<file path="src/rtl/eda_strobe_bank_pkg.sv">
// eda_strobe_bank_pkg: default geometry of the strobe bank plus the shared
// FSM state and bank-select types.
`ifndef CFG_M
`define CFG_M 4
`endif
`ifndef CFG_N
`define CFG_N 4
`endif
`ifndef CFG_ADDR_WIDTH
`define CFG_ADDR_WIDTH 4
`endif
`ifndef CFG_J_WIDTH
`define CFG_J_WIDTH 2
`endif

package eda_strobe_bank_pkg;
   typedef enum logic [1:0] {ST_IDLE, ST_SCAN, ST_HOLD} state_t;
   typedef enum logic {BANK0, BANK1} bank_sel_t;
endpackage

</file>
<file path="src/rtl/eda_row_ffs.sv">
// eda_row_ffs: lowest set column of one row at or above a start-column mask.
module eda_row_ffs #(
   parameter int N  = 4,
   parameter int CW = 2
) (
   input  logic [N-1:0]  vec,
   input  logic [N-1:0]  mask,
   output logic          hit,
   output logic [CW-1:0] col
);
   always_comb begin
      hit = 1'b0;
      col = '0;
      for (int c = N - 1; c >= 0; c--)
         if (vec[c] && mask[c]) begin
            hit = 1'b1;
            col = CW'(c);
         end
   end
endmodule

</file>
<file path="src/rtl/eda_strobe_bank.sv">
// eda_strobe_bank: double-buffered bit bank; writes go to the write bank,
// a row-per-cycle scanner hands out set bits of the read bank.
module eda_strobe_bank
   import eda_strobe_bank_pkg::*;
#(
   parameter int M          = `CFG_M,
   parameter int N          = `CFG_N,
   parameter int ADDR_WIDTH = `CFG_ADDR_WIDTH,
   parameter int J_WIDTH    = `CFG_J_WIDTH,
   parameter int CNT_WIDTH  = $clog2(M * N + 1)
) (
   input  logic                  clk,
   input  logic                  reset_n,
   input  logic                  clear,
   input  logic [ADDR_WIDTH-1:0] seed_addr,
   input  logic                  mark_en,
   input  logic [ADDR_WIDTH-1:0] mark_addr,
   input  logic                  unmark_en,
   input  logic [ADDR_WIDTH-1:0] unmark_addr,
   input  logic                  swap,
   input  logic                  scan_req,
   input  logic                  scan_from_start,
   output logic                  next_valid,
   output logic [ADDR_WIDTH-1:0] next_addr,
   input  logic                  next_ready,
   output logic                  scan_empty,
   output logic                  busy,
   output logic [CNT_WIDTH-1:0]  set_count,
   output logic [M-1:0][N-1:0]   strb_value,
   output logic                  addr_err,
   output logic                  swap_err
);
   localparam int RW = ADDR_WIDTH - J_WIDTH;
   localparam logic [M-1:0][N-1:0] RST_BANK = {{(M * N - 1){1'b0}}, 1'b1};

   logic [M-1:0][N-1:0] bank0, bank1, bank0_n, bank1_n, wr_bank, wr_bank_n, rd_bank;
   bank_sel_t wsel, wsel_n;
   state_t state, state_n;
   logic [RW-1:0] m_row, u_row, s_row, scan_row, start_row;
   logic [J_WIDTH-1:0] m_col, u_col, s_col, hit_col;
   logic [J_WIDTH:0] scan_col, start_col;
   logic [ADDR_WIDTH-1:0] cur_addr;
   logic [N-1:0] col_mask;
   logic m_ok, u_ok, s_ok, cur_v, hit, last_row, swap_ok, accept;

   assign {m_row, m_col} = mark_addr;
   assign {u_row, u_col} = unmark_addr;
   assign {s_row, s_col} = seed_addr;
   assign m_ok = int'(m_row) < M && int'(m_col) < N;
   assign u_ok = int'(u_row) < M && int'(u_col) < N;
   assign s_ok = int'(s_row) < M && int'(s_col) < N;

   assign wr_bank = (wsel == BANK0) ? bank0 : bank1;
   assign rd_bank = (wsel == BANK0) ? bank1 : bank0;
   assign busy = state != ST_IDLE;
   assign next_valid = state == ST_HOLD;
   assign accept = next_valid && next_ready;
   assign swap_ok = swap && !busy;
   assign last_row = int'(scan_row) == M - 1;

   // Unmark is applied before mark so a same-address pair leaves the bit set.
   always_comb begin
      wr_bank_n = wr_bank;
      if (clear) begin
         wr_bank_n = '0;
         if (s_ok) wr_bank_n[s_row][s_col] = 1'b1;
      end else begin
         if (unmark_en && u_ok) wr_bank_n[u_row][u_col] = 1'b0;
         if (mark_en && m_ok) wr_bank_n[m_row][m_col] = 1'b1;
      end
   end

   assign wsel_n  = swap_ok ? bank_sel_t'(~wsel) : wsel;
   assign bank0_n = (wsel == BANK0) ? wr_bank_n : bank0;
   assign bank1_n = (wsel == BANK1) ? wr_bank_n : bank1;

   always_comb begin
      set_count = '0;
      for (int i = 0; i < M; i++)
         for (int k = 0; k < N; k++)
            set_count = set_count + CNT_WIDTH'(wr_bank[i][k]);
   end

   // Resume point: one past the cursor, which may fall off the row end.
   assign start_row = (scan_from_start || !cur_v) ? '0 : cur_addr[ADDR_WIDTH-1:J_WIDTH];
   assign start_col = (scan_from_start || !cur_v) ? '0 : {1'b0, cur_addr[J_WIDTH-1:0]} + 1'b1;

   always_comb begin
      col_mask = '0;
      for (int c = 0; c < N; c++)
         col_mask[c] = c >= int'(scan_col);
   end

   eda_row_ffs #(.N(N), .CW(J_WIDTH)) u_ffs (
      .vec (rd_bank[scan_row]),
      .mask(col_mask),
      .hit (hit),
      .col (hit_col)
   );

   always_comb begin
      state_n = state;
      if (state == ST_IDLE) state_n = scan_req ? ST_SCAN : ST_IDLE;
      else if (state == ST_SCAN) state_n = hit ? ST_HOLD : last_row ? ST_IDLE : ST_SCAN;
      else state_n = next_ready ? ST_IDLE : ST_HOLD;
   end

   always_ff @(posedge clk or negedge reset_n)
      if (!reset_n) state <= ST_IDLE;
      else state <= state_n;

   always_ff @(posedge clk or negedge reset_n)
      if (!reset_n) begin
         bank0      <= RST_BANK;
         bank1      <= '0;
         wsel       <= BANK0;
         strb_value <= '0;
         addr_err   <= 1'b0;
         swap_err   <= 1'b0;
         scan_empty <= 1'b0;
         scan_row   <= '0;
         scan_col   <= '0;
         next_addr  <= '0;
         cur_addr   <= '0;
         cur_v      <= 1'b0;
      end else begin
         bank0      <= bank0_n;
         bank1      <= bank1_n;
         wsel       <= wsel_n;
         strb_value <= (wsel_n == BANK0) ? bank1_n : bank0_n;
         addr_err   <= clear ? !s_ok : addr_err | (mark_en & !m_ok) | (unmark_en & !u_ok);
         swap_err   <= clear ? 1'b0 : swap_err | (swap & busy);
         scan_empty <= state == ST_SCAN && !hit && last_row;
         if (state == ST_IDLE && scan_req) begin
            scan_row <= start_row;
            scan_col <= start_col;
         end else if (state == ST_SCAN) begin
            scan_row <= scan_row + 1'b1;
            scan_col <= '0;
         end
         if (state == ST_SCAN && hit) next_addr <= {scan_row, hit_col};
         if (accept) begin
            cur_addr <= next_addr;
            cur_v    <= 1'b1;
         end else if (swap_ok) cur_v <= 1'b0;
      end
endmodule

</file>
<file path="config.mk">
export PLATFORM = sky130hd
export DESIGN_NAME = eda_strobe_bank
export DESIGN_NICKNAME = d
export VERILOG_FILES = /design/src/rtl/eda_strobe_bank_pkg.sv /design/src/rtl/eda_row_ffs.sv /design/src/rtl/eda_strobe_bank.sv
export SDC_FILE = /design/constraint.sdc
export NUM_CORES = 1
export LEC_CHECK = 0
export ABC_AREA = 1
export CORE_ASPECT_RATIO = 1.25
export CORE_MARGIN = 3
export CORE_UTILIZATION = 25
export CTS_CLUSTER_SIZE = 8
export DETAILED_ROUTE_END_ITERATION = 8
export MAX_ROUTING_LAYER = met4
export SETUP_SLACK_MARGIN = 0.4
export SKIP_LAST_GASP = 1
export SLEW_MARGIN = 40
export SYNTH_ARGS = -nofsm -noshare
export SYNTH_HDL_FRONTEND = slang
export SYNTH_HIERARCHICAL = 1
export SYNTH_SLANG_ARGS = --single-unit
</file>
<file path="constraint.sdc">
create_clock -name clk -period 5.4 [get_ports clk]
set_input_delay 0.54 -clock clk [delete_from_list [all_inputs] [get_ports clk]]
set_output_delay 0.54 -clock clk [all_outputs]
set_load 0.1 [all_outputs]
</file>
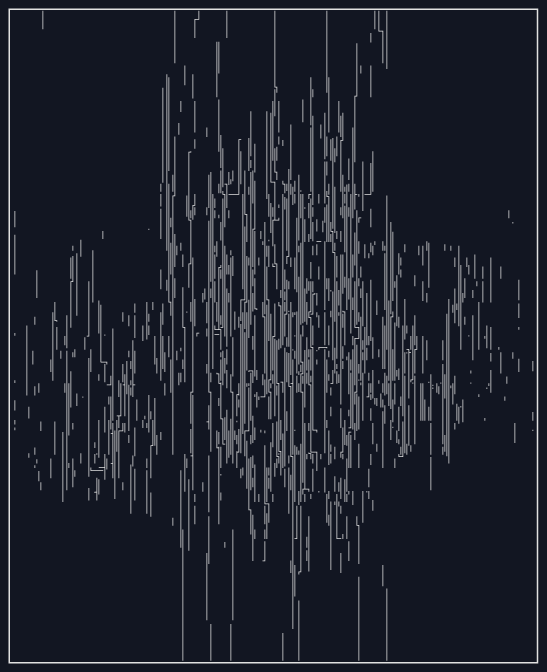
(run_1/met2.png)
- share of all routed wire: 47%
- nets with wire on the layer: 544

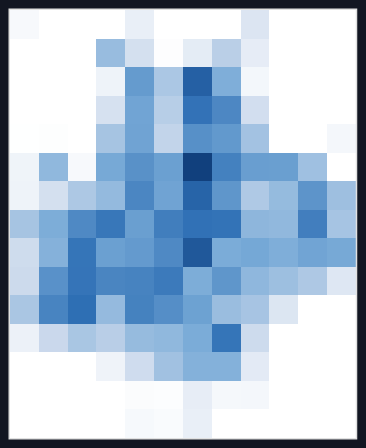
(run_1/density.png)
The die is cut into 12 by 15 equal tiles; white is low, dark blue is high, 0 to 100% covered.
- nearly empty tiles: 35%
- densest ninth of the die: middle
- tiles over 75% full: 2.2%
Final Util: 32.17%
FP Util: 25.51%
CORE AREA: 0.01627 sq mm

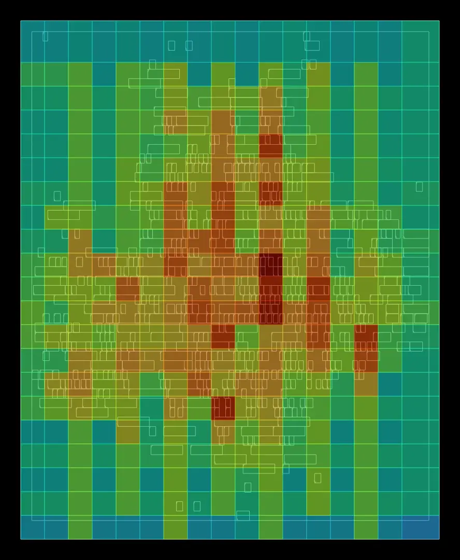
(run_1/final_congestion.png)
most crowded layer after global routing: met2
GR Layer Usage met3: 3.138%
GR Layer Usage met1: 17.07%
Total GRT Usage: 13.44%

==> run 1: metal layers <==
metal  track usage (%)  up-vias  share of wire [%]
li1                  -     1914                  -
met4             4.540        0                2.1
met5                 -        -                  0
met1             17.07     1787                 45
met2             21.17      119                 47
met3             3.138       23                6.0
==> run 1: through the flow <==
step | utilization [%] | TNS [ps] | cells
3_5_place_dp | 29.07 | 0 | 835
2_1_floorplan | - | -23.65 | 585
4_1_cts | 31.03 | 0 | 851
5_1_grt | 32.17 | 0 | 862
3_3_place_gp | 29.78 | 0 | 835
6_report | 32.17 | 0 | 862
==> run 1: cells in the mapped netlist, types with 2 or more instances <==
library cell	n
a21oi_1	7
a32o_1	2
buf_2	4
buf_4	5
buf_6	8
clkbuf_1	2
dfrtp_1	66
fa_1	10
ha_1	7
inv_1	54
inv_2	6
nand2_1	274
nand2_2	19
nand3_1	55
nor2_1	32
nor3_1	3
o21ai_0	15
o21ai_1	4
o21ai_2	2
==> run 1: final timing paths <==
path / startpoint / endpoint / slack (ps) / cells after the start
worst max register to register: scan_row[0]$_DFFE_PN0P_ / next_addr[1]$_DFFE_PN0P_ / 3040 / 10
worst min-delay path: reset_n / strb_value[6]$_DFF_PN0_ / 270 / 2
min in group clk: cur_v$_DFFE_PN0P_ / cur_v$_DFFE_PN0P_ / 470 / 2
worst min register to register: cur_v$_DFFE_PN0P_ / cur_v$_DFFE_PN0P_ / 470 / 2
worst max-delay path: wsel$_DFF_PN0_ / set_count[2] / 520 / 15
max in group asynchronous: reset_n / wsel$_DFF_PN0_ / 4660 / 2
==> run 1: timing repair <==
action	CTS	global route
cloned	0	4
resized	4	18
pin swaps	0	10
endpoints found under the setup margin	3	4
setup buffers	0	7
==> flow_summary.toml, run 1 <==
# implementation run metrics
[final_timing]
hold_viol = 0
timing.fmax_ghz = 0.2047
grt_setup_unrepaired = "false"

[clock_network]
numCtsBuffers = 9
cts_max_path_buffers = 2
cts_sinks = 67
clk_pin_slew_ps = 60
cts.htree.levels = 3
cts_tree = "built"

[critical_path]
cp-end-kind = "primary output"
crit_family = "adder cells"
crit_required_ps = 4860
path_class = "flop to primary output"

[flow_run]
warnings = 27

[synthesis]
synthDistinctLibCells = 29
syn_avg_cell_area_sq_um = 7.092
ys_ff = 67

[outcome]
status = "finished clean"

[cells_and_area]
drive_gt1_share_pct = 16.72
largestClassByArea = "combinational gates"
fillers = 1766

[floorplan]
die_y_um = 150.0
dieArea_sq_mm = 0.01819
die_w_um = 121.2

[grt]
grt-ovfl-total = 0
==> run_1/gate_families.png <==
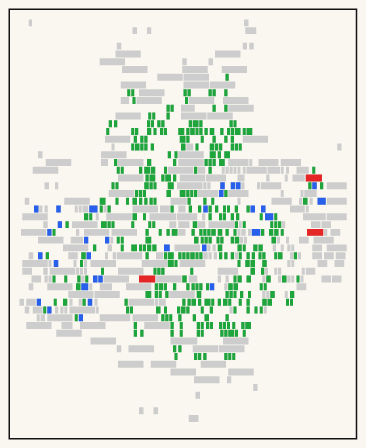

==> inputs of run 2 (changes only) <==
--- a/config.mk
+++ b/config.mk
@@ -5,7 +5,7 @@
 export SDC_FILE = /design/constraint.sdc
 export NUM_CORES = 1
 export LEC_CHECK = 0
-export ABC_AREA = 1
+export ABC_AREA = 0
 export CORE_ASPECT_RATIO = 1.25
 export CORE_MARGIN = 3
 export CORE_UTILIZATION = 25
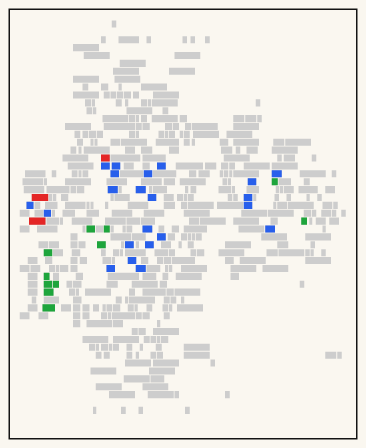
(run_2/gate_families.png)
- AND and OR gates: green (cells 11; most used and3b_1)
- AND-OR and OR-AND gates: blue (cells 22; most used a211o_1)
- XOR/XNOR gates: red (cells 3; most used xnor2_2)
most numerous logic cell after layout: dfrtp_1
logic share of the area: 43.22%
fin cells: 637

==> run 2 against run 1 <==
Net effect: synthesized cell count is 37% lower; cell count fell by 26%; clock skew is 0.88 ps lower; register-to-register slack worse by 550 ps; first-iteration DRC count is 21% lower; hold slack better by 25 ps; critical path depth stayed put; flip-flop count stayed put.
==> flow_summary.toml, run 2 <==
# implementation run metrics
[grt]
met2_usage_pct = 20.45
grt-ovfl-total = 0
top_usage_layer = "met2"
grt_use_met3_pct = 3.100
grt.total_usage_pct = 12.71
met1_usage_pct = 15.59

[clock_network]
clk_pin_slew_ps = 50
cts_tree = "built"
cts_max_path_buffers = 2
clkLatencyLatePin_ps = 330
cts_resized = 3
cts_sinks = 67
cts.htree.levels = 3

[synthesis]
ys_ff = 67
top_cells_by_count = "dfrtp_1, a31oi_1, nor2_1, nor2b_1, inv_1"
synthDistinctLibCells = 46
top_cell = "dfrtp_1"

[critical_path]
crit_family = "adder cells"
path_class = "flop to primary output"
cp_max_fo = 5
crit_required_ps = 4860
cp-end-kind = "primary output"

[floorplan]
dieArea_sq_mm = 0.01761
fp_util_pct = 25.66
die_y_um = 147.6
core_sq_mm = 0.01563

[place]
dp_hpwl_um = 7958
dpl_cell_area_sq_mm = 0.004627

[final_timing]
grt_setup_unrepaired = "true"
hold_viol = 0
setup_tns_ps = 0
timing.fmax_ghz = 0.2020

[cells_and_area]
fillers = 1630
final_util_pct = 32.24
logic_area_sq_mm = 0.002178
drive_gt1_share_pct = 23.29

[outcome]
status = "finished clean"

[detailed_routing]
wl_met3_um = 502
top_layer = "met4"
m1WireLength_um = 4789
dr_wl_met2_um = 5344
-- run 2: through the flow --
step | cells | worst slack [ps] | hold WS (ps)
after detailed placement | 616 | 686.6 | 498.1
after global placement | 616 | 792.2 | 477.3
after global routing | 637 | 320.8 | 355.2
final | 637 | 450.1 | 297.2
after floorplan | 371 | 439.7 | 244.4
after CTS | 633 | 409.0 | 330.8
-- run 2: worst register-to-register path, cell delays in order (launching register included) --
cell and delay, ps:
dfrtp_4 480, buf_6 170, buf_4 310, mux4_2 550, mux2_2 290, a22oi_1 230, nand2_1 140, nand3_1 250
mux2_2 370
-- run 2: path summary, 6_finish.rpt --
kind	from	end	slack, ps	cells after the start
setup / recovery	wsel$_DFF_PN0_	set_count[4]	450	15
hold / removal	reset_n	strb_value[10]$_DFF_PN0_	300	2
setup reg to reg	wsel$_DFF_PN0_	next_addr[1]$_DFFE_PN0P_	2490	8
hold reg to reg	swap_err$_DFF_PN0_	swap_err$_DFF_PN0_	500	2
max in group asynchronous	reset_n	wsel$_DFF_PN0_	4570	2
min in group clk	swap_err$_DFF_PN0_	swap_err$_DFF_PN0_	500	2
-- run 2: cell type report --
type                    count  share of cell area, %
multi-input cells         261                  43.22
well taps                 212                  5.263
clock inverters             6                  1.738
flip-flops and latches     67                  33.37
repair buffers             59                  10.03
clock buffers              10                  4.742
inverters                  22                  1.639
-- run 2: logic make-up (layout without fill, tap and decap cells) --
family	after synthesis	count (layout)	share of synthesized area [%]
AOI/OAI and AO/OA	113	113	20.34
xor gates and xnor gates	3	3	0.6551
adders and majority gates	17	17	7.174
buffers and inverters	43	97	5.271
DFF	67	67	41.83
muxes	37	37	12.13
other	1	1	0.09348
and+or+nand+nor	90	90	12.51
==> run_2/density.png <==
The die is cut into 12 by 15 equal tiles; white is low, dark blue is high, 0 to 100% covered.
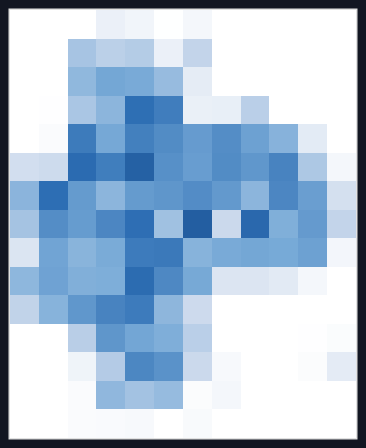

==> inputs of run 3 (changes only) <==
--- a/config.mk
+++ b/config.mk
@@ -5,13 +5,13 @@
 export SDC_FILE = /design/constraint.sdc
 export NUM_CORES = 1
 export LEC_CHECK = 0
-export ABC_AREA = 0
 export CORE_ASPECT_RATIO = 1.25
 export CORE_MARGIN = 3
-export CORE_UTILIZATION = 25
+export CORE_UTILIZATION = 46
 export CTS_CLUSTER_SIZE = 8
 export DETAILED_ROUTE_END_ITERATION = 8
 export MAX_ROUTING_LAYER = met4
+export PLACE_DENSITY = 0.68
 export SETUP_SLACK_MARGIN = 0.4
 export SKIP_LAST_GASP = 1
 export SLEW_MARGIN = 40
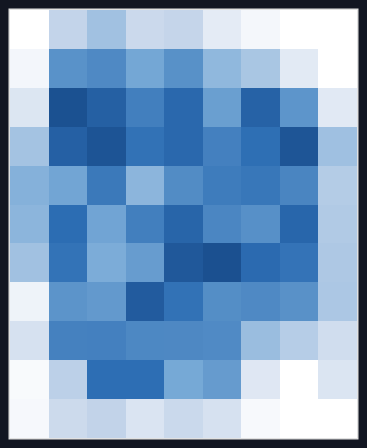
(run_3/density.png)
The die is cut into 9 by 11 equal tiles; white is low, dark blue is high, 0 to 100% covered.
CORE AREA: 0.008379 sq mm
FP Util: 47.87%
Final Util: 56.82%

==> run 3 against run 2 <==
Net effect: via count is 0.40% lower; die size is 44% lower; area after synthesis stayed put; critical endpoint unchanged; flip-flop count stayed put; clock-buffer cell count is 4 higher; synthesized cell count stayed put; global-route usage is 8.5 points higher; hold slack worse by 14 ps; clock skew is 1.0 ps higher.
==> flow_summary.toml, run 3 <==
# implementation run metrics
[final_timing]
whs_ps = 282.8
setup_tns_ps = 0
hold_viol = 0

[synthesis]
ys_sh_xor_pct = 0.6550
synthDistinctLibCells = 46
ys_ff = 67
synth_adder_area_share_pct = 7.174
top_cell = "dfrtp_1"
aoi_share_pct = 20.34
logic_family = "AND-OR/OR-AND gates"

[clock_network]
cts_tree = "built"
clkLatencyLatePin_ps = 350
cts_sinks = 67

[critical_path]
cp-end-kind = "primary output"
crit_family = "adder cells"
cp_max_fo = 6
crit_required_ps = 4860

[grt]
met2_usage_pct = 31.58
met1_usage_pct = 28.89
grt-ovfl-total = 0
top_usage_layer = "met2"
grt.total_usage_pct = 21.20

[detailed_routing]
dr_wl_met2_um = 4724
m1WireLength_um = 4364

[outcome]
status = "finished clean"

[place]
dpl_cell_area_sq_mm = 0.004508
dp_hpwl_um = 6993
==> run 3: area by class of cell <==
type	instances	area, sq um
fill	707	3618
multi-input combinational	261	2186
sequential	67	1682
timing repair buffer	57	481.7
clock buffer	14	172.7
tap	117	146.4
inverter	22	82.58
clock inverter	2	10.01
==> run 3: logic make-up (layout without fill, tap and decap cells) <==
| logic type | count (synthesis) | in the layout |
|---|---|---|
| xor gates and xnor gates | 3 | 3 |
| DFF | 67 | 67 |
| adders and majority gates | 17 | 17 |
| buffers and inverters | 43 | 95 |
| AOI/OAI and AO/OA | 113 | 113 |
| and+or+nand+nor | 90 | 90 |
| muxes | 37 | 37 |
| other | 1 | 1 |
==> run 3: worst reg2reg max path, cell delays in order (launching register included) <==
cell and delay, ps:
dfrtp_4 430, buf_4 180, buf_4 210, buf_4 330, mux4_2 580, mux2_2 290, a22oi_1 240, nand2_1 150
nand3_1 240, mux2_2 380
==> run 3: path summary, 6_finish.rpt <==
path                                          from                  endpoint  cells after the start
worst max-delay path                wsel$_DFF_PN0_              set_count[4]                     15
worst min-delay path                       reset_n      scan_empty$_DFF_PN0_                      2
worst max register to register      wsel$_DFF_PN0_  next_addr[2]$_DFFE_PN0P_                      9
worst min register to register  swap_err$_DFF_PN0_        swap_err$_DFF_PN0_                      2
max in group asynchronous                  reset_n            wsel$_DFF_PN0_                      2
min in group clk                swap_err$_DFF_PN0_        swap_err$_DFF_PN0_                      2

==> notes/layouts.md <==
Pictures saved along the way, in no particular order.

Wiring by layer.
image #1
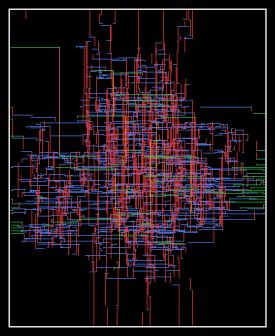
image #2
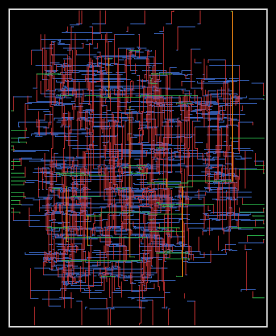
image #3
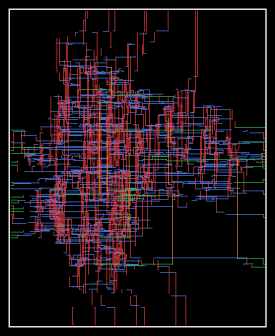
run 3 -> image #2
run 2 -> image #3
run 1 -> image #1

Key to image #1:
- met2: red (wire length 5540 um)
- met4: orange (wire length 245 um)
- met1: blue (wire length 5270 um)
- met3: green (wire length 708 um)

